--- src/rtl/signed_calc_solver_if.sv ---
// Request/result bundle for signed_calc_solver: start + target in, busy/done and
// the first matching (A,B) pair with a saturating match count out.
interface signed_calc_solver_if;
    logic              i_start;
    logic signed [8:0] i_target;
    logic              o_busy;
    logic              o_done;
    logic              o_found;
    logic signed [4:0] o_au;
    logic signed [4:0] o_bu;
    logic        [1:0] o_count;

    modport master (
        output i_start, i_target,
        input  o_busy, o_done, o_found, o_au, o_bu, o_count
    );

    modport slave (
        input  i_start, i_target,
        output o_busy, o_done, o_found, o_au, o_bu, o_count
    );
endinterface

--- src/rtl/signed_calc_solver.sv ---
// Brute-force inverter of F = 6*A - 11*B over A,B in 0..MAX_VAL, one candidate per cycle.
// Define SOLVER_EARLY_EXIT_EN to stop the scan right after the first match.
module signed_calc_solver #(
    parameter int MAX_VAL = 15
) (
    input  logic                 i_clk,
    input  logic                 i_rst,
    signed_calc_solver_if.slave  bus
);

    typedef enum logic [1:0] {
        IDLE,
        SEARCH,
        DONE
    } state_t;

    localparam logic [3:0] MAX4 = 4'(MAX_VAL);

    state_t            state_q, state_d;
    logic        [3:0] a_q, a_d;
    logic        [3:0] b_q, b_d;
    logic signed [8:0] target_q, target_d;
    logic              found_q, found_d;
    logic signed [4:0] au_q, au_d;
    logic signed [4:0] bu_q, bu_d;
    logic        [1:0] count_q, count_d;
    logic              busy_q, busy_d;
    logic              done_q, done_d;

    logic signed [9:0] prod;
    logic signed [9:0] target_ext;
    logic              hit;
    logic              last_cand;

    // Widened to 10 bits so -11*15 = -165 and 6*15 = 90 both fit without wrap.
    assign prod       = 10'sd6 * $signed({6'd0, a_q}) - 10'sd11 * $signed({6'd0, b_q});
    assign target_ext = {target_q[8], target_q};
    assign hit        = (prod == target_ext);
    assign last_cand  = (a_q == MAX4) && (b_q == MAX4);

    always_comb begin
        // NOTE: every next-state signal gets a default here so no path leaves one unassigned (no latches).
        state_d  = state_q;
        a_d      = a_q;
        b_d      = b_q;
        target_d = target_q;
        found_d  = found_q;
        au_d     = au_q;
        bu_d     = bu_q;
        count_d  = count_q;

        unique case (state_q)
            IDLE: begin
                if (bus.i_start) begin
                    state_d  = SEARCH;
                    target_d = bus.i_target;
                    found_d  = 1'b0;
                    au_d     = '0;
                    bu_d     = '0;
                    count_d  = '0;
                    a_d      = '0;
                    b_d      = '0;
                end
            end

            SEARCH: begin
                if (hit) begin
                    if (!found_q) begin
                        found_d = 1'b1;
                        au_d    = {1'b0, a_q};
                        bu_d    = {1'b0, b_q};
                        count_d = 2'd1;
                    end else if (count_q != 2'd3) begin
                        count_d = count_q + 2'd1;
                    end
                end

                if (b_q == MAX4) begin
                    b_d = '0;
                    a_d = a_q + 4'd1;
                end else begin
                    b_d = b_q + 4'd1;
                end

`ifdef SOLVER_EARLY_EXIT_EN
                if (last_cand || hit) state_d = DONE;
`else
                if (last_cand) state_d = DONE;
`endif
            end

            DONE: state_d = IDLE;

            default: state_d = IDLE;
        endcase

        // Status flags are registered from the next state so they align with state_q.
        busy_d = (state_d == SEARCH);
        done_d = (state_d == DONE);
    end

    // NOTE: sequential state uses non-blocking assignments so all registers update together.
    always_ff @(posedge i_clk or posedge i_rst) begin
        if (i_rst) begin
            state_q  <= IDLE;
            a_q      <= '0;
            b_q      <= '0;
            target_q <= '0;
            found_q  <= 1'b0;
            au_q     <= '0;
            bu_q     <= '0;
            count_q  <= '0;
            busy_q   <= 1'b0;
            done_q   <= 1'b0;
        end else begin
            state_q  <= state_d;
            a_q      <= a_d;
            b_q      <= b_d;
            target_q <= target_d;
            found_q  <= found_d;
            au_q     <= au_d;
            bu_q     <= bu_d;
            count_q  <= count_d;
            busy_q   <= busy_d;
            done_q   <= done_d;
        end
    end

    assign bus.o_busy  = busy_q;
    assign bus.o_done  = done_q;
    assign bus.o_found = found_q;
    assign bus.o_au    = au_q;
    assign bus.o_bu    = bu_q;
    assign bus.o_count = count_q;

endmodule

--- src/flat_wrapper.sv ---
// flat-port wrapper written by rule: the top's interface ports become plain ports
module signed_calc_solver_flat 
#(
    parameter int MAX_VAL = 15
)
  (i_clk, i_rst, bus_i_start, bus_i_target, bus_o_busy, bus_o_done, bus_o_found, bus_o_au, bus_o_bu, bus_o_count);
  signed_calc_solver_if bus_i ();
  input  logic i_clk;
  input  logic i_rst;
  input wire logic [$bits(bus_i.i_start)-1:0] bus_i_start;
  input wire logic [$bits(bus_i.i_target)-1:0] bus_i_target;
  output wire logic [$bits(bus_i.o_busy)-1:0] bus_o_busy;
  output wire logic [$bits(bus_i.o_done)-1:0] bus_o_done;
  output wire logic [$bits(bus_i.o_found)-1:0] bus_o_found;
  output wire logic [$bits(bus_i.o_au)-1:0] bus_o_au;
  output wire logic [$bits(bus_i.o_bu)-1:0] bus_o_bu;
  output wire logic [$bits(bus_i.o_count)-1:0] bus_o_count;
  assign bus_i.i_start = bus_i_start;
  assign bus_i.i_target = bus_i_target;
  assign bus_o_busy = bus_i.o_busy;
  assign bus_o_done = bus_i.o_done;
  assign bus_o_found = bus_i.o_found;
  assign bus_o_au = bus_i.o_au;
  assign bus_o_bu = bus_i.o_bu;
  assign bus_o_count = bus_i.o_count;
  signed_calc_solver #(.MAX_VAL(MAX_VAL)) u_core (.i_clk(i_clk), .i_rst(i_rst), .bus(bus_i));
endmodule
--- config.mk ---
export PLATFORM = sky130hd
export DESIGN_NAME = signed_calc_solver_flat
export DESIGN_NICKNAME = d
export VERILOG_FILES = /design/src/rtl/signed_calc_solver_if.sv /design/src/rtl/signed_calc_solver.sv /design/src/flat_wrapper.sv
export SDC_FILE = /design/constraint.sdc
export NUM_CORES = 1
export LEC_CHECK = 0
export CAP_MARGIN = 20
export CORE_MARGIN = 4
export CORE_UTILIZATION = 65
export DETAILED_ROUTE_END_ITERATION = 8
export DONT_BUFFER_PORTS = 1
export GPL_TIMING_DRIVEN = 0
export PLACE_DENSITY_LB_ADDON = 0.05
export SYNTH_ARGS = -nofsm -noshare
export SYNTH_HDL_FRONTEND = slang
export SYNTH_SLANG_ARGS = --single-unit
--- constraint.sdc ---
create_clock -name i_clk -period 10.44 [get_ports i_clk]
set_input_delay 2.088 -clock i_clk [delete_from_list [all_inputs] [get_ports i_clk]]
set_output_delay 2.088 -clock i_clk [all_outputs]
set_load 0.01 [all_outputs]
==> qor.yml <==
antenna_cells: 0
clock_path_buffers: 2
status: "finished clean"
via_per_inst: 5.82
antenna_found_initial: 0
dp_slack_ns: 6.36
crit_path_start_kind: "flop"
core-area_sq_um: 3360
synthTopCellsByArea: "dfrtp_1, ha_1, nand2_1"
cts_tree: "yes"
synth.distinct_cells: 51
fin_crit_sh_pct: 39.9
max-cap-violations: 0
ant_nets: 0
syn2layout_area_growth_pct: 6.66
ys_ff: 32
edf_count: 0
synthFlopType: "dfrtp_1"
xor_share_pct: 6.16
async_flop_share_pct: 100
tap_cells: 46
post-synth-top-area-cell: "dfrtp_1"
fin_crit_ns: 4.16
grt-busiest-layer: "met2"
max_freq_mhz: 240
cts_resized: 0
grt_pass1_vias: 1734
hold_buffers: 0
critPathKind: "flop to flop"
buffers_excl_clock: 11
flop-count: 32
comb_cells: 202
num_vias: 1794
clk_pin_slew_ns: 0.10
ys_sh_adder_pct: 14.4
ys_cells: 252
drtPass1Iterations: 4
regArea_sq_um: 801
clkbuf_count: 7
final_max_slew_viol_count: 0
finalSetupTns_ns: 0
placed_cells: 300
cts_root_buf: "clkbuf_4"
fp-row-count: 21
cts_buffers: 5
largest_reg_flops: 9
highest_layer: "met4"
hp-class: "flop to flop"
logic_family: "simple AND/OR/NAND/NOR gates"
n_fill_cell: 301
inverters: 9
comb_share_pct: 57.5
grt_max_degree: 21
ys_sh_simple_pct: 21.8
tightest_slew_ns: 0.562
aoi_share_pct: 18.2
synth_top_area_share_pct: 35.2
rsz0062_at_grt: "false"
cp-end-kind: "flop"
grtUsageMet2_pct: 38.5
largest-register: "u_core.target_q"
cts-htree-levels: 2
dpl_cell_area_sq_um: 2360
postSynthSeqShare_pct: 35.2
crit_required_ns: 10.68
chipArea_sq_um: 4510
syn-cell-area_sq_um: 2270
nets: 298
synthCells: 252
met1_length_um: 2130
## path summary, 6_finish.rpt
path / startpoint / end / slack, ns / depth (start not counted)
max: u_core.b_q[2] / u_core.bus.o_count[0] / 6.28 / 14
min: u_core.target_q[6] / u_core.target_q[6] / 0.51 / 2
max reg2reg: u_core.b_q[2] / u_core.bus.o_count[0] / 6.28 / 14
min reg2reg: u_core.target_q[6] / u_core.target_q[6] / 0.51 / 2
max in group asynchronous: i_rst / u_core.b_q[0] / 8.27 / 2
min in group asynchronous: i_rst / u_core.target_q[8] / 1.68 / 1
## worst max-delay path: stages (launching register included)
cell and delay (ns):
dfrtp_1 0.46, ha_1 0.33, fa_1 0.40, ha_1 0.34, a21o_1 0.20, a21oi_1 0.17
xor2_1 0.11, ha_1 0.32, nor3b_1 0.39, o21ai_0 0.18, a211o_1 0.28, nor2_1 0.17
clkbuf_1 0.41, o21ai_0 0.17, o211a_1 0.13
## placed cells by master, fill, tap and decap left out, types with 3 or more instances in the layout
| master | n |
|---|---|
| a21oi_1 | 6 |
| clkbuf_1 | 6 |
| clkbuf_4 | 5 |
| dfrtp_1 | 32 |
| ha_1 | 23 |
| inv_1 | 9 |
| nand2_1 | 55 |
| nand3_1 | 6 |
| nand3b_1 | 3 |
| nor2_1 | 17 |
| nor3_1 | 3 |
| o211ai_1 | 15 |
| o21ai_0 | 9 |
| or3_1 | 4 |
| xnor2_1 | 11 |
| xor2_1 | 5 |
Cell classes on the final placement:
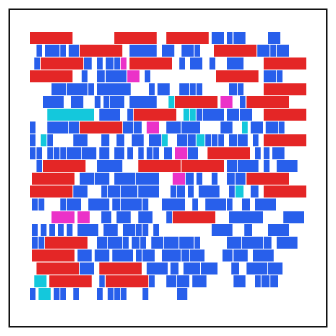
class	colour	cells	share of their area
registers	red	32	34%
remaining logic cells	blue	211	60%
clock drivers and dummy loads	magenta	8	2.6%
remaining buffers and delay cells	cyan	11	3.2%
sequential cell area share: 33.0%
post-route cell area: 2420 sq um

Pin map:
Pins as bars across the die edge, other pins in grey.
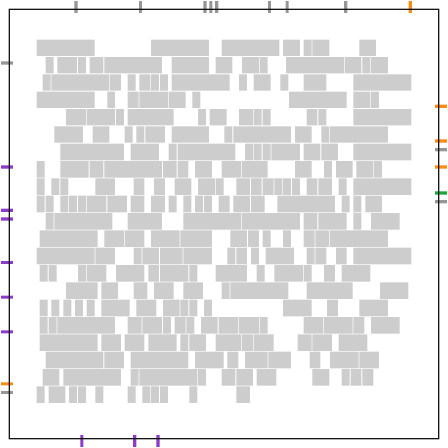
port	colour	pins	direction	edge
bus_i_target	purple	9	input	6 left, 3 bottom
bus_o_found	green	1	output	right
bus_o_bu	orange	5	output	3 right, 1 top, 1 left
all pins by edge	9 top, 9 left, 6 right, 3 bottom
Port-buffer cells: 0
height of the die: 67.1 um
Die X: 67.1 um

Clock network drawn from the DEF:
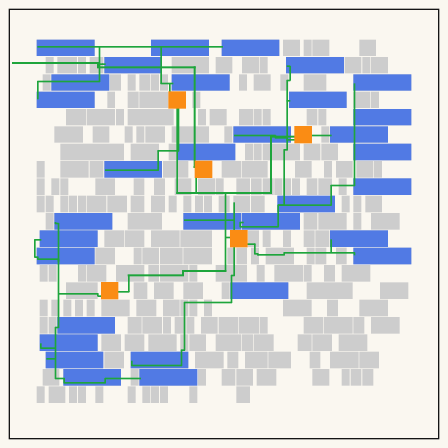
[clock wires] green | length: 430 um
[flip-flops] blue | count: 32
[clock-net drivers] orange | count: 5
routed clock nets	6
clk latency late pin: 0.34 ns
clk_skew: 0.00924 ns

Routing congestion:
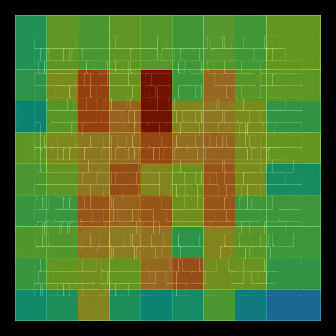
grt met3 use: 4.49%
GR Layer Usage met1: 32.7%
gr usage total: 23.7%

Routed metal, one colour a layer:
Only two layers are drawn.
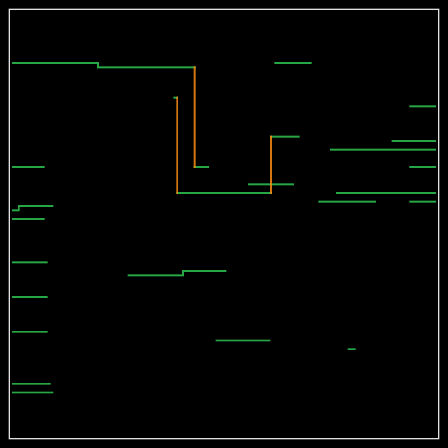
layer	colour	wire length
M4	orange	39.4 um
M3	green	191 um
Avg WL per Cell: 15.1 um
DRT Wirelength: 4640 um

